## src/rtl/muldiv_unit.sv

```systemverilog
// Iterative RV32M multiply/divide execute unit.
// Shift-add multiply and restoring divide on operand magnitudes, one radix-2
// step per cycle, with signs applied to the final result. Divide-by-zero and
// signed overflow are resolved at accept time without iterating.
module muldiv_unit #(
  parameter int XLEN = 32
) (
  input  logic            clk,
  input  logic            rst,
  input  logic            flush,
  input  logic            in_valid,
  output logic            in_ready,
  input  logic [2:0]      funct3,
  input  logic [XLEN-1:0] rs1_data,
  input  logic [XLEN-1:0] rs2_data,
  input  logic [4:0]      rd_addr,
  output logic            out_valid,
  input  logic            out_ready,
  output logic [XLEN-1:0] out_data,
  output logic [4:0]      out_rd_addr
);

  localparam int CW = $clog2(XLEN);
  localparam logic [CW-1:0] LAST_STEP = CW'(XLEN - 1);
  localparam logic [XLEN-1:0] MIN_NEG = {1'b1, {(XLEN-1){1'b0}}};

  localparam logic [2:0] OP_MUL    = 3'b000;
  localparam logic [2:0] OP_MULH   = 3'b001;
  localparam logic [2:0] OP_MULHSU = 3'b010;
  localparam logic [2:0] OP_MULHU  = 3'b011;
  localparam logic [2:0] OP_DIV    = 3'b100;
  localparam logic [2:0] OP_DIVU   = 3'b101;
  localparam logic [2:0] OP_REM    = 3'b110;
  localparam logic [2:0] OP_REMU   = 3'b111;

  typedef enum logic [1:0] {
    IDLE = 2'd0,
    CALC = 2'd1,
    DONE = 2'd2
  } state_t;

  state_t          state;
  logic [CW-1:0]   counter;
  logic [2:0]      op_q;
  logic            neg_q;      // negate product / quotient
  logic            neg_r;      // negate remainder
  // hi:lo is the product register for multiply (multiplier shifts out of lo);
  // for divide hi is the partial remainder and lo shifts dividend out / quotient in.
  logic [XLEN-1:0] hi;
  logic [XLEN-1:0] lo;
  logic [XLEN-1:0] opb;        // multiplicand or divisor magnitude

  // Accept-time decode
  logic            is_div;
  logic            a_signed;
  logic            b_signed;
  logic            a_neg;
  logic            b_neg;
  logic [XLEN-1:0] a_mag;
  logic [XLEN-1:0] b_mag;
  logic            div_zero;
  logic            div_ovf;
  logic [XLEN-1:0] special_result;

  // Iteration datapath
  logic [XLEN:0]   mul_sum;
  logic [XLEN:0]   div_shift;
  logic [XLEN:0]   div_diff;
  logic [XLEN-1:0] step_hi;
  logic [XLEN-1:0] step_lo;

  // Final result formatting
  logic [2*XLEN-1:0] prod;
  logic [2*XLEN-1:0] prod_s;
  logic [XLEN-1:0]   quo_s;
  logic [XLEN-1:0]   rem_s;
  logic [XLEN-1:0]   result;

  // Decode operand signedness, magnitudes and the divide special cases
  always_comb begin
    is_div   = funct3[2];
    // Signed dividend for DIV/REM; signed rs1 for MULH and MULHSU.
    a_signed = is_div ? ~funct3[0] : (funct3[1] ^ funct3[0]);
    b_signed = is_div ? ~funct3[0] : (funct3[1:0] == 2'b01);
    a_neg    = a_signed & rs1_data[XLEN-1];
    b_neg    = b_signed & rs2_data[XLEN-1];
    a_mag    = a_neg ? (~rs1_data + 1'b1) : rs1_data;
    b_mag    = b_neg ? (~rs2_data + 1'b1) : rs2_data;
    div_zero = is_div && (rs2_data == '0);
    div_ovf  = is_div && !funct3[0] && (rs1_data == MIN_NEG) && (rs2_data == '1);
    special_result = '0;
    if (div_zero) begin
      special_result = funct3[1] ? rs1_data : '1;
    end else if (div_ovf) begin
      special_result = funct3[1] ? '0 : MIN_NEG;
    end
  end

  // One radix-2 step of either shift-add multiply or restoring divide
  always_comb begin
    mul_sum   = {1'b0, hi} + (lo[0] ? {1'b0, opb} : '0);
    div_shift = {hi, lo[XLEN-1]};
    div_diff  = div_shift - {1'b0, opb};
    if (op_q[2]) begin
      // Remainder stays below the divisor, so XLEN bits always hold it.
      step_hi = div_diff[XLEN] ? div_shift[XLEN-1:0] : div_diff[XLEN-1:0];
      step_lo = {lo[XLEN-2:0], ~div_diff[XLEN]};
    end else begin
      step_hi = mul_sum[XLEN:1];
      step_lo = {mul_sum[0], lo[XLEN-1:1]};
    end
  end

  // Apply signs to the last step's value and pick the requested half/part
  always_comb begin
    prod   = {step_hi, step_lo};
    prod_s = neg_q ? (~prod + 1'b1) : prod;
    quo_s  = neg_q ? (~step_lo + 1'b1) : step_lo;
    rem_s  = neg_r ? (~step_hi + 1'b1) : step_hi;
    case (op_q)
      OP_MUL:                        result = prod_s[XLEN-1:0];
      OP_MULH, OP_MULHSU, OP_MULHU:  result = prod_s[2*XLEN-1:XLEN];
      OP_DIV, OP_DIVU:               result = quo_s;
      OP_REM, OP_REMU:               result = rem_s;
      default:                       result = '0;
    endcase
  end

  // Control FSM with registered handshake outputs and iteration registers
  always_ff @(posedge clk or posedge rst) begin
    if (rst) begin
      state       <= IDLE;
      in_ready    <= 1'b1;
      out_valid   <= 1'b0;
      out_data    <= '0;
      out_rd_addr <= '0;
      counter     <= '0;
      op_q        <= OP_MUL;
      neg_q       <= 1'b0;
      neg_r       <= 1'b0;
      hi          <= '0;
      lo          <= '0;
      opb         <= '0;
    end else if (flush) begin
      state     <= IDLE;
      in_ready  <= 1'b1;
      out_valid <= 1'b0;
      counter   <= '0;
    end else begin
      case (state)
        IDLE: begin
          if (in_valid) begin
            op_q        <= funct3;
            out_rd_addr <= rd_addr;
            neg_q       <= a_neg ^ b_neg;
            neg_r       <= a_neg;
            counter     <= '0;
            hi          <= '0;
            lo          <= is_div ? a_mag : b_mag;
            opb         <= is_div ? b_mag : a_mag;
            in_ready    <= 1'b0;
            if (div_zero || div_ovf) begin
              state     <= DONE;
              out_valid <= 1'b1;
              out_data  <= special_result;
            end else begin
              state     <= CALC;
            end
          end
        end
        CALC: begin
          hi <= step_hi;
          lo <= step_lo;
          if (counter == LAST_STEP) begin
            state     <= DONE;
            out_valid <= 1'b1;
            out_data  <= result;
          end else begin
            counter <= counter + 1'b1;
          end
        end
        DONE: begin
          if (out_ready) begin
            state     <= IDLE;
            out_valid <= 1'b0;
            in_ready  <= 1'b1;
          end
        end
        default: begin
          state     <= IDLE;
          in_ready  <= 1'b1;
          out_valid <= 1'b0;
        end
      endcase
    end
  end

endmodule

```

## config.mk

```make
export PLATFORM = sky130hd
export DESIGN_NAME = muldiv_unit
export DESIGN_NICKNAME = d
export VERILOG_FILES = /design/src/rtl/muldiv_unit.sv
export SDC_FILE = /design/constraint.sdc
export NUM_CORES = 1
export LEC_CHECK = 0
export CAP_MARGIN = 0
export CORE_MARGIN = 1
export CORE_UTILIZATION = 43
export CTS_BUF_LIST = sky130_fd_sc_hd__clkbuf_8
export DETAILED_ROUTE_END_ITERATION = 12
export GPL_ROUTABILITY_DRIVEN = 1
export PLACE_DENSITY = 0.6
export RECOVER_POWER = 25
export SLEW_MARGIN = 40
export SYNTH_ARGS = -nofsm -noshare
export SYNTH_HDL_FRONTEND = slang
export SYNTH_SLANG_ARGS = --single-unit
```

## constraint.sdc

```tcl
create_clock -name clk -period 6.6 [get_ports clk]
set_input_delay 1.98 -clock clk [delete_from_list [all_inputs] [get_ports clk]]
set_output_delay 1.98 -clock clk [all_outputs]
set_load 0.01 [all_outputs]
```

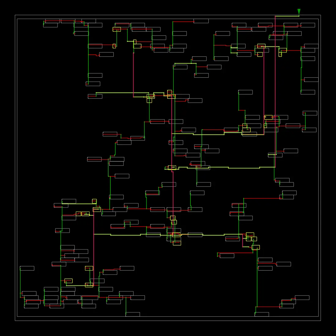
run_1/final_clocks.png
Clock net power: 701 uW
num sequential: 147
Num Clock Sinks: 147
Worst-Skew Late Latency: 530 ps

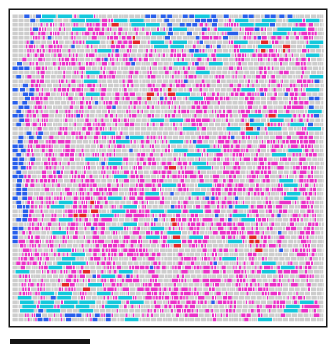
run_1/cell_classes.png
Bar = 50 um. Fill, decap, tap and diode cells in grey.
| colour | class | cells | share of their area |
|---|---|---|---|
| magenta | all other logic | 2,017 | 69% |
| red | clock drivers and dummy loads | 32 | 2.0% |
| blue | other buffers and delay cells | 166 | 8.6% |
| cyan | flip-flops | 147 | 20% |
row cnt: 71
sequential fraction of total cell area: 0.197
CORE AREA: 37,800 um^2

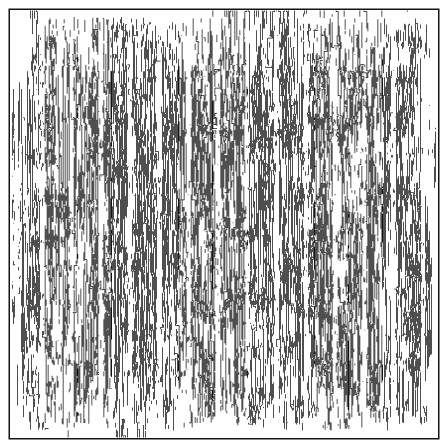
run_1/met2.png
main direction: vertical
share of all routed wire: 44%

==> results.yml, run 1 <==
# generated from flow reports
die:
  dieWidth_um: 198
  chipArea_um2: 39300
  fp-utilization: 0.439
  ioPinCount: 116
finish:
  n_fill_cell: 3862
  sh_comb_area: 0.651
  drive_gt1_frac: 0.0682
  fin_area_um2: 18700
  nClkBuffers: 18
  largest_cell_class: "logic gates"
synthesis:
  xor_share: 0.0877
  syn_avg_cell_area_um2: 7.24
  ys_sh_simple: 0.246
  top_area_cell: "dfrtp_1"
  postSynthSeqShare: 0.222
power:
  clkPwrFrac: 0.107
  powerDensity_nw_per_um2: 349
  power.switching_uw: 3660
  p_comb_uw: 4540
  leakage_uw: 0.00749
  worst_ir_drop_vdd_mv: 0.173
sta:
  hold_violations: 0
  tns_ps: 0
  fmax_mhz: 162
  setup_ws_ps: 445
  slew-limit-headroom: -1.29
  setup_viol: 0
  clock-skew-final_ps: 13.3
  slew_violations: 83
min_path:
  hp-class: "flip-flop to flip-flop"
  worstHoldPathCells: 2
  min_to: "out_rd_addr[1]"
  hold_start: "out_rd_addr[1]"
grt:
  grt_pass1_vias: 17300
  grt_util_met3: 0.0743
outcome:
  status: "finished with violations"
  violations: "max-capacitance violations, max-slew violations"
worst_setup_path:
  cp_slowest_stage_delay_ps: 540
  worstSetupStartpointType: "flip-flop"
  rrSetupSlack_ps: 450
  crit_buf_inv: 1
  crit_start: "lo[31]"
route:
  wl_per_cell_um: 26.6
  met3RoutedLength_um: 6380
  drc: 0
  dr_wl_met2_um: 33900
clocking:
  holdBufCountCts: 0
placement:
  portBuffers: 115
  placed_cells: 2841
job:
  cap_viol_max_count: 1
run_1/drive_strength.png
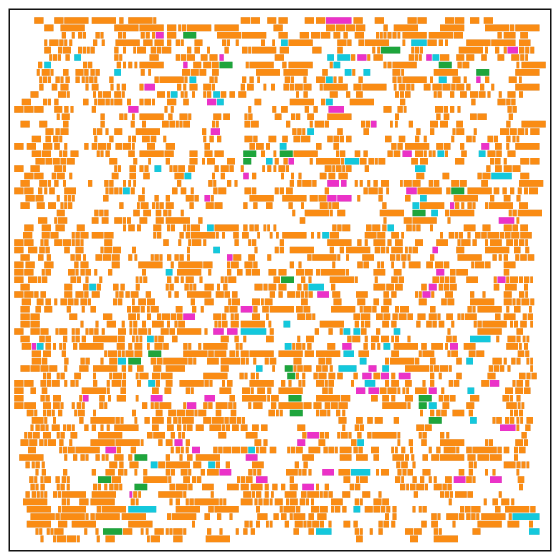

==> run 2: changes to the inputs <==
Settings changed: RECOVER_POWER 25 to 50, SKIP_CTS_REPAIR_TIMING set to 1.
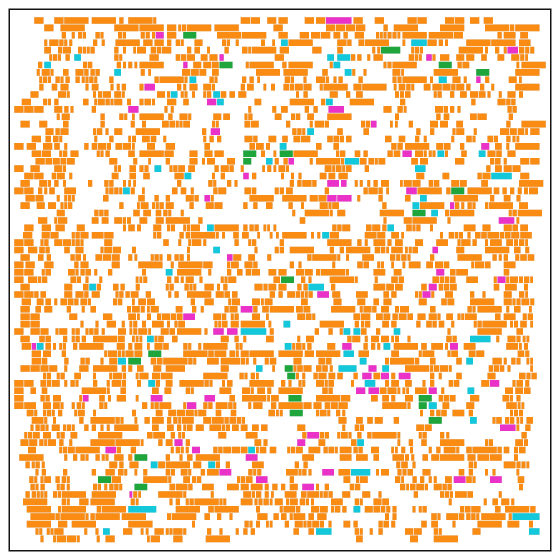
run_2/drive_strength.png
| colour | size | cells | share |
|---|---|---|---|
| orange | drive 1 or less | 2,205 | 93% |
| cyan | drive 3 to 4 | 69 | 2.9% |
| magenta | drive 2 | 65 | 2.8% |
| green | drive 6 and up | 23 | 0.97% |

==> run 2 against run 1 <==
Against the previous run: the flow still finishes with violations (max-capacitance violations, max-slew violations); maximum frequency decreased by 0.65%; core utilization decreased by 0.076 points; flip-flop count is the same; cell count is the same; via count down 0.13%; sequential share of layout area about the same; global-route usage unchanged; critical endpoint unchanged; largest cell class unchanged.
==> results.yml, run 2 <==
# generated from flow reports
die:
  ioPinCount: 116
  dieWidth_um: 198
  chipArea_um2: 39300
  core_area_um2: 37800
power:
  clkPwrFrac: 0.108
  leakage_uw: 0.00750
  powerDensity_nw_per_um2: 349
  pg_clk_uw: 701
worst_setup_path:
  crit_buf_inv: 1
  rrSetupSlack_ps: 410
  cp_slowest_stage_delay_ps: 530
  crit_start: "lo[31]"
grt:
  grt_pass1_vias: 17300
  grt_util_met3: 0.0743
finish:
  largest_cell_class: "logic gates"
  sh_comb_area: 0.652
  drive_gt1_frac: 0.0665
  n_fill_cell: 3868
  seq_cell_count: 147
route:
  dr_wl_met2_um: 33900
  met3RoutedLength_um: 6190
clocking:
  clkLatencyLatePin_ps: 530
placement:
  portBuffers: 115
  placed_cells: 2841
sta:
  setup_viol: 0
  fmax_mhz: 161
  slew_violations: 173
  slew-limit-headroom: -1.27
  setup_ws_ps: 405
  hold_violations: 0
outcome:
  status: "finished with violations"
  violations: "max-capacitance violations, max-slew violations"
synthesis:
  top_area_cell: "dfrtp_1"
  postSynthSeqShare: 0.222
  ys_sh_simple: 0.246
job:
  cap_viol_max_count: 3
min_path:
  hp-class: "flip-flop to flip-flop"
  min_to: "out_rd_addr[1]"
  worstHoldPathCells: 2
Power figures rest on the tool's default switching activity, not on a simulated workload.
